Figure 1. Met1 routing.
Bar = 20 um. Supply wires on this layer in gray.
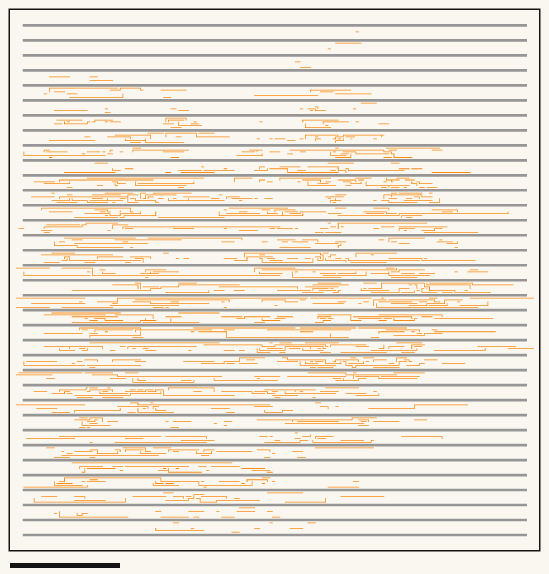
Figure 2. Metal 2.
Bar = 20 um.
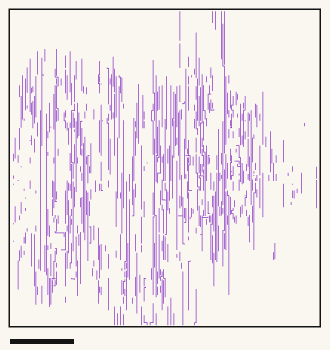
Figure 3. Metal 3.
Cells faint in the background.
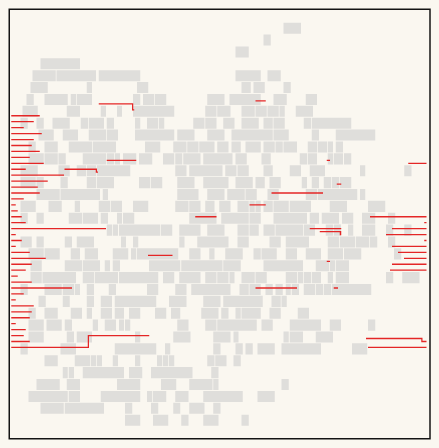
### src/rtl/mmu_pkg.sv
// Types and address-map helpers shared by the MMU-side blocks.
// Pure definitions: no logic, no latency.
package mmu_pkg;

    typedef enum logic [1:0] {
        IDLE  = 2'd0,
        START = 2'd1,
        READ  = 2'd2,
        WRITE = 2'd3
    } dma_state_t;

    localparam logic [15:0] HRAM_LO = 16'hFF80;
    localparam logic [15:0] HRAM_HI = 16'hFFFE;

    function automatic logic in_hram(input logic [15:0] addr);
        return (addr >= HRAM_LO) && (addr <= HRAM_HI);
    endfunction

endpackage

### src/rtl/oam_dma_controller.sv
// OAM DMA sequencer and single MMU bus master; copies DMA_LEN bytes from {src_hi,00} to OAM_BASE.
// START_DELAY + 2*DMA_LEN cycles per transfer; each CPU HRAM access while busy stalls the engine one cycle.
module oam_dma_controller
    import mmu_pkg::*;
#(
    parameter logic [15:0] DMA_REG_ADDR = 16'hFF46,
    parameter logic [15:0] OAM_BASE     = 16'hFE00,
    parameter int          DMA_LEN      = 160,
    parameter int          START_DELAY  = 1
) (
    input  logic        clk,
    input  logic        reset,
    input  logic [15:0] cpu_addr,
    input  logic [7:0]  cpu_wdata,
    input  logic        cpu_read_en,
    input  logic        cpu_write_en,
    output logic [7:0]  cpu_rdata,
    output logic [15:0] mem_addr,
    output logic [7:0]  mem_wdata,
    output logic        mem_read_en,
    output logic        mem_write_en,
    input  logic [7:0]  mem_rdata,
    output logic        dma_active
);

    localparam int IW = $clog2(DMA_LEN);
    localparam int DW = (START_DELAY > 1) ? $clog2(START_DELAY) : 1;
    localparam logic [IW-1:0] IDX_LAST = IW'(DMA_LEN - 1);
    localparam logic [DW-1:0] DLY_LAST = DW'((START_DELAY > 0) ? START_DELAY - 1 : 0);

    dma_state_t    state, state_nxt;
    logic [IW-1:0] idx, idx_nxt;
    logic [DW-1:0] dly, dly_nxt;
    logic [7:0]    src_hi;
    logic [7:0]    byte_buf;
    logic [7:0]    src_eff;

    logic cpu_wr, cpu_rd, reg_hit, hram_hit, trigger, stall;

    // Write beats read when the CPU asserts both strobes.
    assign cpu_wr   = cpu_write_en;
    assign cpu_rd   = cpu_read_en & ~cpu_write_en;
    assign reg_hit  = (cpu_addr == DMA_REG_ADDR);
    assign hram_hit = (cpu_rd | cpu_wr) & in_hram(cpu_addr);
    assign trigger  = cpu_wr & reg_hit;
    assign stall    = hram_hit & (state != IDLE);
    // Sources above DFxx alias onto work RAM, as echo RAM does.
    assign src_eff  = (src_hi > 8'hDF) ? (src_hi - 8'h20) : src_hi;

    always_comb begin
        state_nxt = state;
        idx_nxt   = idx;
        dly_nxt   = dly;
        if (trigger) begin
            idx_nxt   = '0;
            dly_nxt   = '0;
            state_nxt = (START_DELAY == 0) ? READ : START;
        end else if (!stall) begin
            unique case (state)
                IDLE:  state_nxt = IDLE;
                START: begin
                    if (dly == DLY_LAST) begin
                        state_nxt = READ;
                    end else begin
                        dly_nxt = dly + 1'b1;
                    end
                end
                READ:  state_nxt = WRITE;
                WRITE: begin
                    if (idx == IDX_LAST) begin
                        state_nxt = IDLE;
                        idx_nxt   = '0;
                    end else begin
                        state_nxt = READ;
                        idx_nxt   = idx + 1'b1;
                    end
                end
                default: state_nxt = IDLE;
            endcase
        end
    end

    always_ff @(posedge clk or negedge reset) begin
        if (!reset) begin
            state      <= IDLE;
            idx        <= '0;
            dly        <= '0;
            src_hi     <= 8'hFF;
            byte_buf   <= 8'h00;
            dma_active <= 1'b0;
        end else begin
            state      <= state_nxt;
            idx        <= idx_nxt;
            dly        <= dly_nxt;
            dma_active <= (state_nxt != IDLE);
            if (trigger) begin
                src_hi <= cpu_wdata;
            end
            if ((state == READ) && !stall) begin
                byte_buf <= mem_rdata;
            end
        end
    end

    // Bus mux: the register write itself never reaches the MMU.
    always_comb begin
        mem_addr     = 16'h0000;
        mem_wdata    = 8'h00;
        mem_read_en  = 1'b0;
        mem_write_en = 1'b0;
        cpu_rdata    = 8'hFF;
        if (reset) begin
            if (state == IDLE) begin
                mem_addr  = cpu_addr;
                mem_wdata = cpu_wdata;
                if (reg_hit) begin
                    if (cpu_rd) begin
                        cpu_rdata = src_hi;
                    end
                end else begin
                    mem_read_en  = cpu_rd;
                    mem_write_en = cpu_wr;
                    cpu_rdata    = mem_rdata;
                end
            end else if (hram_hit) begin
                mem_addr     = cpu_addr;
                mem_wdata    = cpu_wdata;
                mem_read_en  = cpu_rd;
                mem_write_en = cpu_wr;
                cpu_rdata    = mem_rdata;
            end else begin
                if (cpu_rd && reg_hit) begin
                    cpu_rdata = src_hi;
                end
                if (state == READ) begin
                    mem_addr    = {src_eff, 8'(idx)};
                    mem_read_en = 1'b1;
                end else if (state == WRITE) begin
                    mem_addr     = OAM_BASE + 16'(idx);
                    mem_wdata    = byte_buf;
                    mem_write_en = 1'b1;
                end
            end
        end
    end

endmodule

### config.mk
export PLATFORM = sky130hd
export DESIGN_NAME = oam_dma_controller
export DESIGN_NICKNAME = d
export VERILOG_FILES = /design/src/rtl/mmu_pkg.sv /design/src/rtl/oam_dma_controller.sv
export SDC_FILE = /design/constraint.sdc
export NUM_CORES = 1
export LEC_CHECK = 0
export CORE_AREA = 2 2 94 96
export CTS_CLUSTER_DIAMETER = 40
export DETAILED_ROUTE_END_ITERATION = 7
export DIE_AREA = 0 0 96 98
export PLACE_DENSITY_LB_ADDON = 0.25
export SLEW_MARGIN = 20
export SYNTH_ARGS = -nofsm -noshare
export SYNTH_HDL_FRONTEND = slang
export SYNTH_SLANG_ARGS = --single-unit
export TNS_END_PERCENT = 100
### constraint.sdc
create_clock -name clk -period 1.8 [get_ports clk]
set_input_delay 0.27 -clock clk [delete_from_list [all_inputs] [get_ports clk]]
set_output_delay 0.27 -clock clk [all_outputs]
set_load 0.01 [all_outputs]
==> impl_metrics.ini <==
; yosys + openroad results
[layout]
fill_cells = 844
finalInstanceArea_um2 = 3660
top_library_cells_by_usage_in_the_layout_fill_and_taps_aside = 62 x sky130_fd_sc_hd__buf_4, 46 x sky130_fd_sc_hd__nand2_1, 38 x sky130_fd_sc_hd__buf_2
buffers_excl_clock = 153
area.share.sequential_pct = 18.8
instances_no_fill = 492
areaGrowthSynthToFinish_pct = 77.3
number_of_multi_input_combinational_cells = 196
flop-count = 27
regArea_um2 = 688
insertedDiodeCount = 0
mostFrequentLayoutCell = sky130_fd_sc_hd__buf_4
area.share.combinational_pct = 41.7
end_of_flow_core_utilization_pct = 43.2
design.final.nets = 423
dominant-cell-class = combinational gates

[synthesis]
synth.logic.top_family = simple AND/OR/NAND/NOR gates
synth_area_um2 = 2060
ys_sh_xor_pct = 0
yosys-mux-area-fraction_pct = 5.83
ys_top_cells_by_area = sky130_fd_sc_hd__dfrtp_1 23%, sky130_fd_sc_hd__dfstp_2 10%, sky130_fd_sc_hd__nand2_1 8.9%
synth-edff-count = 0
netlist.area_leader.share_pct = 23.1
yosys_most_used_dff = sky130_fd_sc_hd__dfrtp_1
postSynthRegisterBits = 27
post_synth.cell_area_avg_um2 = 8.38
syn-instance-count = 246
post_synth_top_area_cell = sky130_fd_sc_hd__dfrtp_1
ys_seq_share_pct = 33.3
aoi_share_pct = 22.6
count_of_instantiated_cells_in_the_yosys_netlist = 246
ys_area_um2 = 2060
ys_types = 50

[clocking]
cts_resized = 283
clk-insertion-delay-late_ps = 290
cts_tree = done
cts-htree-levels = 1
clock_sink_count = 27
post_cts_hold_buffer_count = 0
clkSlewWorstSetupHoldPaths_ps = 120
tritoncts_buffers = 3
clk_path_buf_depth = 2
cts.root.buffer_cell = sky130_fd_sc_hd__clkbuf_8

[drt]
detailedRoute.firstIterationViolations = 77
drcViolationCount = 0
drt_pass1_iterations = 4
total_vias_in_the_final_route = 2396
avgViaCountPerCell = 4.87

[sta]
setup_tns_ps = -4440
final.setup_skew_ps = 6.88
min_setup_slack_post_route_ps = -382
timing.max_slew.rel_slack_pct = 75.1
final-setup-viol-count = 28
grt_setup_unrepaired = yes
maxClockFrequency_mhz = 458
hold_violations = 0
max_slew.worst_pin.slew_ps = 372

[critical_path]
timing.rr.end = idx[5]
cp_slowest_cell = sky130_fd_sc_hd__or4b_4
start_kind = input pin
cell_repeated_most_along_the_worst_path = sky130_fd_sc_hd__buf_6
cp.buffers_inverters = 4
cp_cell_sequence = buf_6 > or4b_4 > nor4_4 > buf_4 > nand2_4 > buf_6 > o211ai_1 > a211oi_4 > buf_2
worst-endpoint-arrival_ps = 1910
regToRegStartpoint = idx[0]
capture_point_of_the_critical_path = mem_read_en
worstPathMaxFanout = 2
timing.critical_path.from = cpu_addr[0]
required_ps = 1530
crit_type = in2out

[status]
outcome = finished, violations left
violations = negative setup slack

[global_route]
grt_max_degree = 20
grt_pass1_wl_mm = 12.3
number_of_antenna_violations_at_the_first_check_in_global_routing = 0
total_gr_overflow = 0
grt_pass1_vias = 2452

[pwr]
seq-power_uw = 886
share_comb_of_total_power_pct = 54.1
power_frac_seq_pct = 31.6
switchingPower_mw = 1.07
power.leakage_nw = 1.58
switching_share_pct = 38.2
power-per-cell-area_nw_per_um2 = 767
comb_power_mw = 1.52
power_attributed_to_the_clock_group_uw = 402
internal_power_mw = 1.73
clock_power_share_pct = 14.3

[die]
ioPinCount = 71
design.core.area_um2 = 8470
n_tap_cell = 108
floorplanUtilization_pct = 24.4
chipArea_um2 = 9410

[worst_hold_path]
min_path_type = in2async

[placed_design]
placement.cell_area_um2 = 3330
place_hpwl_mm = 5.66
place.detailed.instances = 470
placement.io_buffers = 70

[flow_run]
tool_warnings = 29
Back to the opening pictures, Figure 1:
The longest straight run is 34.5 um. The layer carries 3540 um of wire. The wires run mostly horizontal. 376 nets have wire on it. The layer holds 46% of the routed length.

Back to the opening pictures, Figure 2:
368 nets have wire on it. The wires run mostly vertical. The layer carries 3620 um of wire. The longest straight run is 50.0 um.

Back to the opening pictures, Figure 3:
64 nets have wire on it. The layer carries 383 um of wire. The wires run mostly horizontal. The layer holds 5.0% of the routed length. The longest straight run is 21.4 um.

## Yosys cell counts, drive strengths merged, types with 4 or more instances
cell / instances
inv: 4
mux2: 8
nand3: 28
a21boi: 4
o21ai: 26
or3: 5
nand4: 7
buf: 10
dfstp: 8
clkbuf: 9
nand2: 49
a21oi: 11
dfrtp: 19
o211ai: 5
nor2: 6
nor2b: 5
o21bai: 5
o22a: 8
## metal layers
layer | up-vias | GRT usage, % | wire length [um]
li1 | 1174 | - | -
met1 | 1138 | 22.3 | 3540
met2 | 76 | 26.9 | 3620
met3 | 8 | 2.70 | 383
met4 | 0 | 3.30 | 89
met5 | - | 0 | 0
## metrics by stage
step	setup slack (ps)	total power, mW
after floorplan	-9.52	1.62
after global placement	-1120	2.35
after detailed placement	-1140	2.36
after CTS	-383	2.74
after global routing	-441	3.00
final	-382	2.80
No activity file was given, so power comes from the tool's default toggle rates.
